Run 1, clock wiring as the flow saved it:
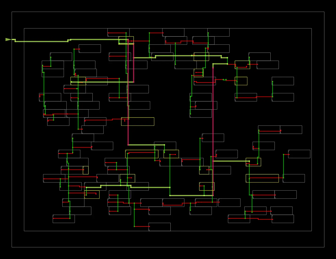
Run 1, metal 4:
Drawn at 6 px/um. Supply wires on this layer in gray. Cells faint in the background.
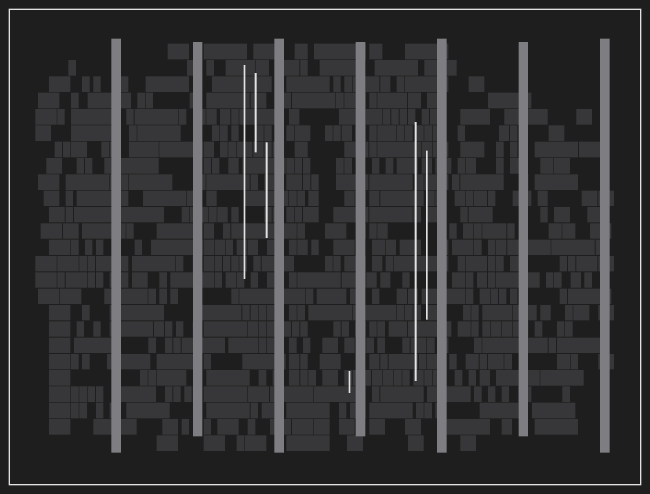
Run 1, cell area per tile:
Drawn at 4 px/um. 10 x 8 tiles, from white (low) to dark blue (high), 0 to 100% covered.
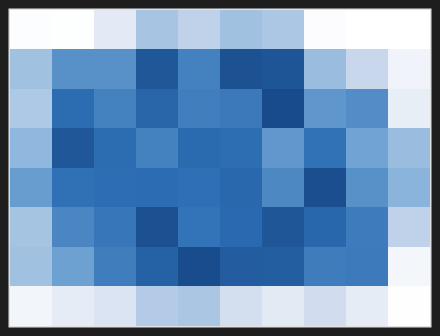
Run 1, wiring by layer:
Drawn at 4 px/um.
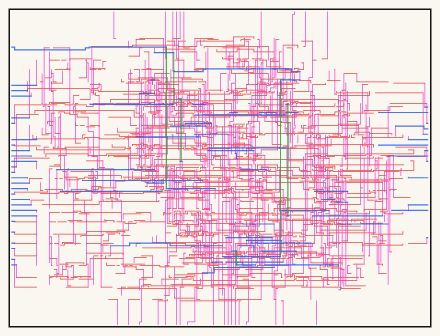
`config.mk`:
```
export PLATFORM = sky130hd
export DESIGN_NAME = ppi_hs_nport
export DESIGN_NICKNAME = d
export VERILOG_FILES = /design/src/rtl/ppi_pkg.sv /design/src/rtl/ppi_hs_channel.sv /design/src/rtl/ppi_hs_nport.sv
export SDC_FILE = /design/constraint.sdc
export NUM_CORES = 1
export LEC_CHECK = 0
export ABC_AREA = 1
export CORE_AREA = 4 4 101 75
export CTS_CLUSTER_DIAMETER = 60
export DETAILED_ROUTE_END_ITERATION = 6
export DIE_AREA = 0 0 105 79
export GPL_ROUTABILITY_DRIVEN = 0
export MAX_ROUTING_LAYER = met4
export PLACE_DENSITY = 0.82
export SLEW_MARGIN = 0
export SYNTH_ARGS = -nofsm -noshare
export SYNTH_HDL_FRONTEND = slang
export SYNTH_SLANG_ARGS = --single-unit
```
`constraint.sdc`:
```
create_clock -name CLK -period 2.42 [get_ports CLK]
set_input_delay 0.484 -clock CLK [delete_from_list [all_inputs] [get_ports CLK]]
set_output_delay 0.484 -clock CLK [all_outputs]
set_load 0.1 [all_outputs]
```
`src/rtl/ppi_pkg.sv`:
```
// Shared types and encodings for the nport handshake peripheral interface.
// No logic of its own; holds mode encoding, control-word fields and status helpers.
// Not applicable: no datapath or flow control lives here.
package ppi_pkg;

    // {strobed, direction}: bit 0 is the output direction, bit 1 selects handshake mode
    typedef enum logic [1:0] {
        BASIC_IN    = 2'b00,
        BASIC_OUT   = 2'b01,
        STROBED_IN  = 2'b10,
        STROBED_OUT = 2'b11
    } ppi_mode_e;

    // Control-word field positions (mode-set flag sits in the top data bit)
    localparam int unsigned CW_IDX_MSB = 6;
    localparam int unsigned CW_IDX_LSB = 3;
    localparam int unsigned CW_INTE    = 2;
    localparam int unsigned CW_DIR     = 1;
    localparam int unsigned CW_MODE    = 0;

    function automatic int unsigned mode_set_bit(input int unsigned w);
        return w - 1;
    endfunction

    // Status word: each port owns a pair of bits, buffer flag low, interrupt high
    function automatic int unsigned stat_flag_bit(input int unsigned port);
        return 2 * port;
    endfunction

    function automatic int unsigned stat_intr_bit(input int unsigned port);
        return 2 * port + 1;
    endfunction

    function automatic ppi_mode_e mode_from_cw(input logic strobed, input logic dir);
        return ppi_mode_e'({strobed, dir});
    endfunction

endpackage

```
`src/rtl/ppi_hs_channel.sv`:
```
// One port: pin/strobe synchronisers, edge detect, data latch, IBF/OBF_N/INTR and config.
// Pin edge to flag is 3 CLK edges; bus write/read effects land on the pulse edge.
// No backpressure: an input strobe arriving while IBF is set is dropped (overrun).
module ppi_hs_channel
    import ppi_pkg::*;
#(
    parameter int W = 8
) (
    input  logic         CLK,
    input  logic         RESET,
    input  logic [W-1:0] pin,
    input  logic         stb_n,
    input  logic         ack_n,
    input  logic         cfg_wr,
    input  ppi_mode_e    cfg_mode,
    input  logic         cfg_inte,
    input  logic         data_wr,
    input  logic         data_rd,
    input  logic [W-1:0] wdat,
    output logic [W-1:0] rdat,
    output logic [W-1:0] pout,
    output logic         poe,
    output logic         ibf,
    output logic         obf_n,
    output logic         intr
);

    logic [W-1:0] pin_s1, pin_s2;
    logic         stb_s1, stb_s2, stb_q;
    logic         ack_s1, ack_s2, ack_q;
    logic         stb_fall, stb_rise, ack_fall, ack_rise;
    ppi_mode_e    mode;
    logic         inte;
    logic [W-1:0] latch;

    // Two-flop synchronisers plus one extra stage on the strobes for edge detection
    always_ff @(posedge CLK) begin
        if (RESET) begin
            pin_s1 <= '0;
            pin_s2 <= '0;
            stb_s1 <= 1'b1;
            stb_s2 <= 1'b1;
            stb_q  <= 1'b1;
            ack_s1 <= 1'b1;
            ack_s2 <= 1'b1;
            ack_q  <= 1'b1;
        end else begin
            pin_s1 <= pin;
            pin_s2 <= pin_s1;
            stb_s1 <= stb_n;
            stb_s2 <= stb_s1;
            stb_q  <= stb_s2;
            ack_s1 <= ack_n;
            ack_s2 <= ack_s1;
            ack_q  <= ack_s2;
        end
    end

    assign stb_fall = stb_q & ~stb_s2;
    assign stb_rise = ~stb_q & stb_s2;
    assign ack_fall = ack_q & ~ack_s2;
    assign ack_rise = ~ack_q & ack_s2;

    // Configuration, latch and handshake flags; a control write overrides everything else
    always_ff @(posedge CLK) begin
        if (RESET) begin
            mode  <= BASIC_IN;
            inte  <= 1'b0;
            latch <= '0;
            ibf   <= 1'b0;
            obf_n <= 1'b1;
            intr  <= 1'b0;
        end else if (cfg_wr) begin
            mode  <= cfg_mode;
            inte  <= cfg_inte;
            latch <= '0;
            ibf   <= 1'b0;
            obf_n <= 1'b1;
            intr  <= 1'b0;
        end else begin
            case (mode)
                BASIC_IN: begin
                end
                BASIC_OUT: begin
                    if (data_wr) latch <= wdat;
                end
                STROBED_IN: begin
                    // A read in the same cycle as a capture still sees the old latch on the bus
                    if (stb_fall && !ibf) begin
                        latch <= pin_s2;
                        ibf   <= 1'b1;
                    end else if (data_rd) begin
                        ibf   <= 1'b0;
                    end
                    if (data_rd)
                        intr <= 1'b0;
                    else if (stb_rise && ibf && inte)
                        intr <= 1'b1;
                end
                STROBED_OUT: begin
                    // A CPU write beats a coincident ACK fall so the new byte is never lost
                    if (data_wr) begin
                        latch <= wdat;
                        obf_n <= 1'b0;
                        intr  <= 1'b0;
                    end else begin
                        if (ack_fall) obf_n <= 1'b1;
                        if (ack_rise && inte) intr <= 1'b1;
                    end
                end
            endcase
        end
    end

    assign rdat = (mode == BASIC_IN) ? pin_s2 : latch;
    assign pout = latch;
    assign poe  = (mode == BASIC_OUT) || (mode == STROBED_OUT);

endmodule

```
`src/rtl/ppi_hs_nport.sv`:
```
// Top: CPU bus decode, control/status register, registered read data, NPORTS channels.
// DOUT/DOE one cycle after the read strobe; writes take effect on the sampling edge.
// No backpressure: every bus strobe is accepted once on its first low cycle.
module ppi_hs_nport
    import ppi_pkg::*;
#(
    parameter int W      = 8,
    parameter int NPORTS = 2,
    parameter int AW     = 3
) (
    input  logic                CLK,
    input  logic                RESET,
    input  logic                CS_N,
    input  logic                RD_N,
    input  logic                WR_N,
    input  logic [AW-1:0]       A,
    input  logic [W-1:0]        DIN,
    output logic [W-1:0]        DOUT,
    output logic                DOE,
    input  logic [NPORTS*W-1:0] PIN,
    output logic [NPORTS*W-1:0] POUT,
    output logic [NPORTS-1:0]   POE,
    input  logic [NPORTS-1:0]   STB_N,
    input  logic [NPORTS-1:0]   ACK_N,
    output logic [NPORTS-1:0]   IBF,
    output logic [NPORTS-1:0]   OBF_N,
    output logic [NPORTS-1:0]   INTR
);

    localparam int unsigned SET_BIT = mode_set_bit(W);

    logic                rd_act, wr_act, rd_act_q, wr_act_q;
    logic                rd_pulse, wr_pulse;
    logic                ctl_sel;
    logic [3:0]          ctl_idx;
    ppi_mode_e           cfg_mode;
    logic [NPORTS-1:0]   cfg_wr, data_wr, data_rd;
    logic [NPORTS*W-1:0] ch_rdat;
    logic [W-1:0]        status;
    logic [W-1:0]        rd_mux;

    assign rd_act   = ~CS_N & ~RD_N;
    assign wr_act   = ~CS_N & ~WR_N;
    assign wr_pulse = wr_act & ~wr_act_q;
    // Write has priority: a read overlapping a write never produces a read pulse
    assign rd_pulse = rd_act & ~rd_act_q & ~wr_act;

    assign ctl_sel  = wr_pulse && (A == AW'(NPORTS)) && DIN[SET_BIT];
    assign ctl_idx  = DIN[CW_IDX_MSB:CW_IDX_LSB];
    assign cfg_mode = mode_from_cw(DIN[CW_MODE], DIN[CW_DIR]);

    genvar i;
    generate
        for (i = 0; i < NPORTS; i++) begin : g_port
            localparam int unsigned FB = stat_flag_bit(i);
            localparam int unsigned IB = stat_intr_bit(i);

            // Out-of-range indices match no port, so such control writes fall away
            assign cfg_wr[i]  = ctl_sel && (ctl_idx == 4'(i));
            assign data_wr[i] = wr_pulse && (A == AW'(i));
            assign data_rd[i] = rd_pulse && (A == AW'(i));

            assign status[FB] = POE[i] ? ~OBF_N[i] : IBF[i];
            assign status[IB] = INTR[i];

            ppi_hs_channel #(.W(W)) u_ch (
                .CLK      (CLK),
                .RESET    (RESET),
                .pin      (PIN[i*W +: W]),
                .stb_n    (STB_N[i]),
                .ack_n    (ACK_N[i]),
                .cfg_wr   (cfg_wr[i]),
                .cfg_mode (cfg_mode),
                .cfg_inte (DIN[CW_INTE]),
                .data_wr  (data_wr[i]),
                .data_rd  (data_rd[i]),
                .wdat     (DIN),
                .rdat     (ch_rdat[i*W +: W]),
                .pout     (POUT[i*W +: W]),
                .poe      (POE[i]),
                .ibf      (IBF[i]),
                .obf_n    (OBF_N[i]),
                .intr     (INTR[i])
            );
        end
        if (2 * NPORTS < W) begin : g_stat_pad
            assign status[W-1:2*NPORTS] = '0;
        end
    endgenerate

    // Read-data select: port registers, then status, anything above reads as zero
    always_comb begin
        rd_mux = '0;
        if (A == AW'(NPORTS)) rd_mux = status;
        for (int p = 0; p < NPORTS; p++) begin
            if (A == AW'(p)) rd_mux = ch_rdat[p*W +: W];
        end
    end

    // Strobe history for pulse detection and the registered read port
    always_ff @(posedge CLK) begin
        if (RESET) begin
            rd_act_q <= 1'b0;
            wr_act_q <= 1'b0;
            DOE      <= 1'b0;
            DOUT     <= '0;
        end else begin
            rd_act_q <= rd_act;
            wr_act_q <= wr_act;
            DOE      <= rd_act;
            if (rd_pulse) DOUT <= rd_mux;
        end
    end

endmodule
```
==> run summary, run 1 <==
Implementation summary

The remaining global-route overflow is 0. Looking at the worst setup and hold paths, the clock pins of their registers show a slew of approximately 80 ps. Looking at the VDD voltage map, the peak drop is 0.3445 mV. After synthesis, the netlist uses 24 different library cells. Checking hold timing, the worst path is listed with class reg -> reg.

The die area is between 0.008 and 0.009 mm2. The OpenROAD report gives the critical path a required time of 1940 ps. By area the synthesized netlist is led by dfxtp_1, nand2_1, inv_1. The buffer depth of the longest clock path is 2.

Hold repair after CTS inserted 0 buffers. The timing report notes that buffer and inverter cells on the critical path total 1. Once the clock tree was built, the setup fixing pass inserted 0 buffers. The data arrival time of the critical path is approximately 1400 ps. Looking at the max-slew report, the worst-margin pin has a slew of about 610 ps. The largest net degree at the start of global routing is roughly 47. The sum of negative setup slack is 0 ps.

Across all setup checks in the final design, the least slack found is a little under 500 ps. The fraction of synthesized cell area taken by the top area cell type is a little under half. The max-slew headroom at the worst pin is approximately three fifths. The run finished with clean final reports.
Back to the opening pictures, 'clock wiring as the flow saved it':
number of clock-tree buffers in the layout: 9
CTS buffer count: 9

Back to the opening pictures, 'metal 4':
longest straight run	42.8 um
main direction	vertical
wire length on this layer	138 um
via count of the routed design: 3,180
Routed Wire Length: 8646 um

Back to the opening pictures, 'cell area per tile':
fullest tile	89%
densest ninth of the die	middle
tiles over 75% full	28%
mean over tiles	52%
effective utilization at floorplan: 53.75%
end-of-flow core utilization: 66.67%

Back to the opening pictures, 'wiring by layer':
color	layer	wire length
red	met1	3,970 um
blue	met3	690 um
magenta	met2	3,840 um
green	met4	138 um
routed wirelength normalized by instance count: 13.47 um
total global-route track usage: 22.72%

[run 1: worst register-to-register path: cells and delay by family, from the launching register on]
family | cells | cell delay (ps)
flip-flops | 1 | 680
buffers and inverters | 3 | 440
AND/OR/NAND/NOR | 4 | 380
AND-OR/OR-AND | 1 | 120
[run 1: cell usage in the layout, fill, tap and decap left out, drive strengths merged, types with 3 or more instances in the layout]
cell type / synthesis / routed
nand2: 142 / 142
inv: 85 / 88
dfxtp: 82 / 82
nor2: 63 / 63
o21ai: 35 / 35
clkdlybuf4s50: 0 / 35
buf: 13 / 35
a21oi: 26 / 26
nand3: 15 / 15
o211ai: 10 / 10
or2: 10 / 10
clkbuf: 8 / 9
nor3: 3 / 3
bufinv: 0 / 3
[run 1: layout make-up]
type                    instances  area, um2
repair buffers                 70      625.6
flip-flops and latches         82       1642
clock buffers                   9      123.9
fillers                       570       2190
inverters                      86      325.3
well taps                      81      101.3
multi-input cells             307       1438
clock inverters                 7      123.9
[run 1: registers in the layout, summed over array words and instances (netlist names)]
signal              cells
g_port.u_ch.ack_s2      2
g_port.u_ch.stb_q       2
g_port.u_ch.mode        4
g_port.u_ch.intr        2
g_port.u_ch.pin_s2     16
g_port.u_ch.ibf         2
g_port.u_ch.ack_s1      2
g_port.u_ch.pin_s1     16
wr_act_q                1
DOUT                    8
g_port.u_ch.stb_s1      2
g_port.u_ch.pout       16
g_port.u_ch.stb_s2      2
g_port.u_ch.ack_q       2
g_port.u_ch.obf_n       2
g_port.u_ch.inte        2
rd_act_q                1
[run 1: stage by stage]
step                hold WS [ps]  cell area [um2]  std cells  util, %
detailed placement         392.3             4131        626    62.90
floorplan                  388.3             3531        496        -
finish                     403.9             4379        642    66.67
global placement           389.5             4131        626    62.90
global route               422.9             4379        642    66.67
CTS                        404.5             4379        642    66.67
[run 1: power breakdown]
part / internal, uW / switching (uW)
Clock: 697 / 518
Sequential: 1380 / 12.5
Combinational: 88.8 / 121
[run 1: layer usage]
layer | global-route usage (%) | share of wire (%) | vias to the layer above
li1 | - | - | 1622
met1 | 29.32 | 46 | 1407
met2 | 33.74 | 44 | 137
met3 | 6.905 | 8.0 | 14
met4 | 8.650 | 1.6 | 0
met5 | - | 0 | -
[run 1: final timing paths]
check                           start                        to  slack [ps]  cells after the start
max            g_port[0].u_ch.mode[0]                    POE[0]         490                      1
min          g_port[1].u_ch.pin_s1[3]  g_port[1].u_ch.pin_s2[3]         400                      2
max reg2reg    g_port[0].u_ch.mode[0]    g_port[0].u_ch.pout[7]         720                      8
min reg2reg  g_port[1].u_ch.pin_s1[3]  g_port[1].u_ch.pin_s2[3]         400                      2
[run 1: logic make-up after synthesis]
group                  Yosys count
buffers and inverters          107
flip-flops                      82
AND/OR/NAND/NOR                234
AND-OR/OR-AND                   73
==> run 2, diff against run 1 <==
Settings changed: CORE_AREA 4 4 101 75 to 4 4 105 77, DIE_AREA 0 0 105 79 to 0 0 109 81, PLACE_DENSITY 0.82 to 0.77.
Clock period 2.42 ns to 1.9 ns, I/O delays scaled along.
Run 2, wiring by layer:
Drawn at 4 px/um.
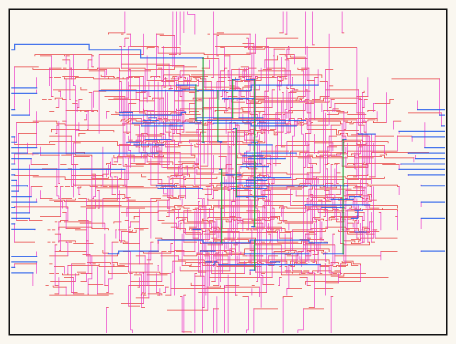
color	layer	wire length
magenta	met2	3,860 um
green	met4	160 um
blue	met3	810 um
red	met1	3,980 um
routed wirelength normalized by instance count: 13.25 um
Routed Wire Length: 8814 um
total global-route track usage: 22.07%
via count of the routed design: 3,230

==> run 2 against run 1 <==
Area after synthesis unchanged; power increased by 22%; design area rose by 9.7%; critical path type unchanged; highest routed layer unchanged.
==> run summary, run 2 <==
Implementation summary

The critical path contains buffers and inverters numbering 2 combined. Ranked by total cell area, the synthesized netlist is headed by dfxtp_1, nand2_1, inv_1. CTS reports a maximum clock tree buffer depth of 2. The fraction of synthesized cell area taken by the top area cell type is between 40 and 50%. The global route stage reports its total congestion overflow as 0. The number of buffers added to fix hold violations after cts is 0. The die covers slightly below 0.009 mm2.

The flow ran to the end, and the final reports show no timing, DRC or antenna violations. Along the worst hold path, the cell count comes to 2. The OpenROAD report gives the critical path a required time of around 1500 ps. The number of fillers in the final layout is slightly below 600.

The max-slew headroom at the worst pin is 63.73%. The type of the tightest min-delay check is reg -> reg. The floorplan-stage core utilization is about half. Among logic cells in the layout, the one with the most instances is nand2_1. The post-CTS setup-driven buffer insertion count is 0. The worst setup slack after layout is 244.9 ps.

The transition time of the tightest slew-check pin is 543.5 ps. Per the cell usage report, the commonest logic cells after layout are nand2_1, dfxtp_1, inv_1. The sum of negative setup slack is 0 ps.
-- run 2: cells by family after synthesis --
family,Yosys count
AOI/OAI and AO/OA,73
buffers and inverters,107
and+or+nand+nor,234
DFF,82
-- run 2: path summary, 6_finish.rpt --
kind                                 start                       end
setup reg to reg    g_port[0].u_ch.mode[0]    g_port[0].u_ch.pout[6]
hold reg to reg   g_port[1].u_ch.pin_s1[4]  g_port[1].u_ch.pin_s2[4]
setup / recovery    g_port[0].u_ch.mode[0]                    POE[0]
hold / removal    g_port[1].u_ch.pin_s1[4]  g_port[1].u_ch.pin_s2[4]
-- run 2: final cells by class --
cell class	instances	area (um2)	share of cell area, %
flip-flops and latches	82	1642	34.18
multi-input cells	307	1438	29.93
repair buffers	76	1059	22.04
inverters	86	325.3	6.773
clock buffers	10	127.6	2.657
well taps	98	122.6	2.553
clock inverters	6	90.09	1.875
-- run 2: report_power, final --
part           internal [uW]  total, uW  switching [uW]
sequential              1760       1780            19.1
clock                    745       1370             630
combinational            127        283             155
-- run 2: routing by layer --
layer,wire length [um],GRT usage (%)
met5,0,-
met4,160,7.945
met3,809,7.705
met2,3864,32.84
met1,3980,27.83
-- run 2: worst min-delay path, stage by stage (launching register included) --
cell	delay [ps]
dfxtp_1	300
inv_1	40
nor2_1	30
-- run 2: through the flow --
step | std cells | power (uW) | utilization [%]
3_5_place_dp | 649 | 2104 | 64.37
2_1_floorplan | 496 | 1960 | -
6_report | 665 | 3439 | 67.42
4_1_cts | 665 | 3462 | 67.42
5_1_grt | 665 | 3569 | 67.42
3_3_place_gp | 649 | 2096 | 64.37
==> run 3, diff against run 2 <==
Settings changed: SLEW_MARGIN 0 to 25.
Run 3, clock wiring as the flow saved it:
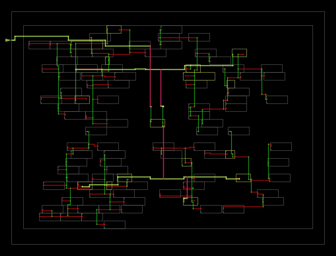
number of clock-tree buffers in the layout: 10
Sink Count: 82
worst clock skew on the final layout: 9.349 ps

==> run 3 against run 2 <==
Setup slack unchanged; sequential power hardly changed; area after synthesis unchanged; final cell count unchanged; global-route usage did not move; non-clock buffer count did not move; via count unchanged; synthesized cell count did not move; flip-flop count stayed put; die size unchanged; critical endpoint unchanged; highest routed layer unchanged.
==> run summary, run 3 <==
Implementation summary

The flow ran to the end, and the final reports show no timing, DRC or antenna violations. The detailed placement HPWL is 6955 um. The most frequent standard cell in the layout excluding fill and tap cells is nand2_1. According to the timing report, the arrival time at the worst endpoint equals about 1300 ps. Post-CTS timing repair inserted 0 buffers for setup. Ranking logic cells in the layout by count gives the top entries nand2_1, dfxtp_1, inv_1.

The report puts the hold buffer count at CTS at 0. The number of cells in the finished layout apart from fillers is 665. The layout has 589 filler cells. The worst IR drop on VDD is 0.5416 mV. TritonRoute output was used to compute an average wire per cell of 13.25 um. The type of the tightest min-delay check is reg -> reg.

The synthesis stat section lists a flop and latch total of between 80 and 90. For this configuration, the core starts out at a cell density of 49.56%. Once layout is done, the placed cells without fillers occupy 0.004803 mm2. The predominant post-synthesis flop cell is dfxtp_1.

The number of clock buffers inserted by TritonCTS is 9. The detailed router placed around 3,200 vias in this run. In the Yosys stats the netlist draws on 24 distinct library cells.

Power comes to around 3400 uW. The die covers about 0.009 mm2. On the worst setup and hold paths after CTS, the clock-pin slew comes to around 80 ps. The max-slew headroom at the worst pin is between 60% and 70%. The sequential share of the synthesized area is around 46%. In this run the layout overhead on the synthesized area is reported as 36.04%. The main area contributors are dfxtp_1, nand2_1, inv_1. The largest net degree at the start of global routing is between 40 and 50. The area taken by flip-flops and latches is about 0.0016 mm2. The width of the die is between 100 and 150 um. CTS reports a maximum clock tree buffer depth of 2. The count of buffers added on input and output ports is about 68. The clock root buffer master is clkbuf_8. The clock insertion delay at the later pin of the skew report is 360 ps.

The fraction of synthesized cell area taken by the top area cell type is 46.49%. The dominant cell by count in the synthesized netlist is nand2_1. The sum of negative setup slack is 0 ps. The remaining global-route overflow is 0. Including well taps, the total number of placed cells is 649. The cell area after placement is between 0.004 and 0.005 mm2. The multi-input combinational cells in the finished layout cover a total of 0.001438 mm2. The floorplan net count is about 530. The post-synthesis cell count from yosys is 496. The Yosys step of the flow raised 0 warnings.

The slack of the worst reg-to-reg path is between 400 and 500 ps. Total global-route track usage over all layers is 22.07%. The total wire length is between 8000 and 9000 um. The required time of the critical path is 1520 ps.
run 3: worst max-delay path, stage by stage (launching register included):
cell and delay [ps]:
dfxtp_1 510, buf_4 220, buf_12 180
run 3: kinds of logic after synthesis:
family | share of synthesized area [%]
compound gates | 11.13
simple gates | 29.59
buf+inv | 12.79
flops | 46.49
run 3: final timing paths:
path	from	endpoint	depth (start not counted)
setup / recovery	g_port[0].u_ch.mode[0]	POE[0]	2
hold / removal	g_port[1].u_ch.pin_s1[4]	g_port[1].u_ch.pin_s2[4]	2
setup reg to reg	g_port[0].u_ch.mode[0]	g_port[0].u_ch.pout[6]	8
hold reg to reg	g_port[1].u_ch.pin_s1[4]	g_port[1].u_ch.pin_s2[4]	2
run 3: report_power, final:
part	switching (uW)	internal (uW)
clock	630	745
combinational	155	127
sequential	19.1	1760
total	804	2640
run 3: metrics by stage:
stage          hold slack, ps  setup WS, ps
6_report                395.7         244.9
5_1_grt                 425.4         173.9
4_1_cts                 399.4         240.6
3_5_place_dp            396.2        -1.504
3_3_place_gp            391.7         37.18
2_1_floorplan           388.3         190.5
run 3: per-layer routing:
metal  GRT usage (%)  routed length, um  up-vias
met4           7.945                160        0
met2           32.84               3864      156
met5               -                  0        -
li1                -                  -     1631
met1           27.83               3980     1425
met3           7.705                809       18
run 3: layout make-up:
type | instances | area share, %
sequential | 82 | 34.18
multi-input combinational | 307 | 29.93
clock buffer | 10 | 2.657
clock inverter | 6 | 1.875
tap | 98 | 2.553
timing repair buffer | 76 | 22.04
inverter | 86 | 6.773
Power figures rest on the tool's default switching activity, not on a simulated workload.
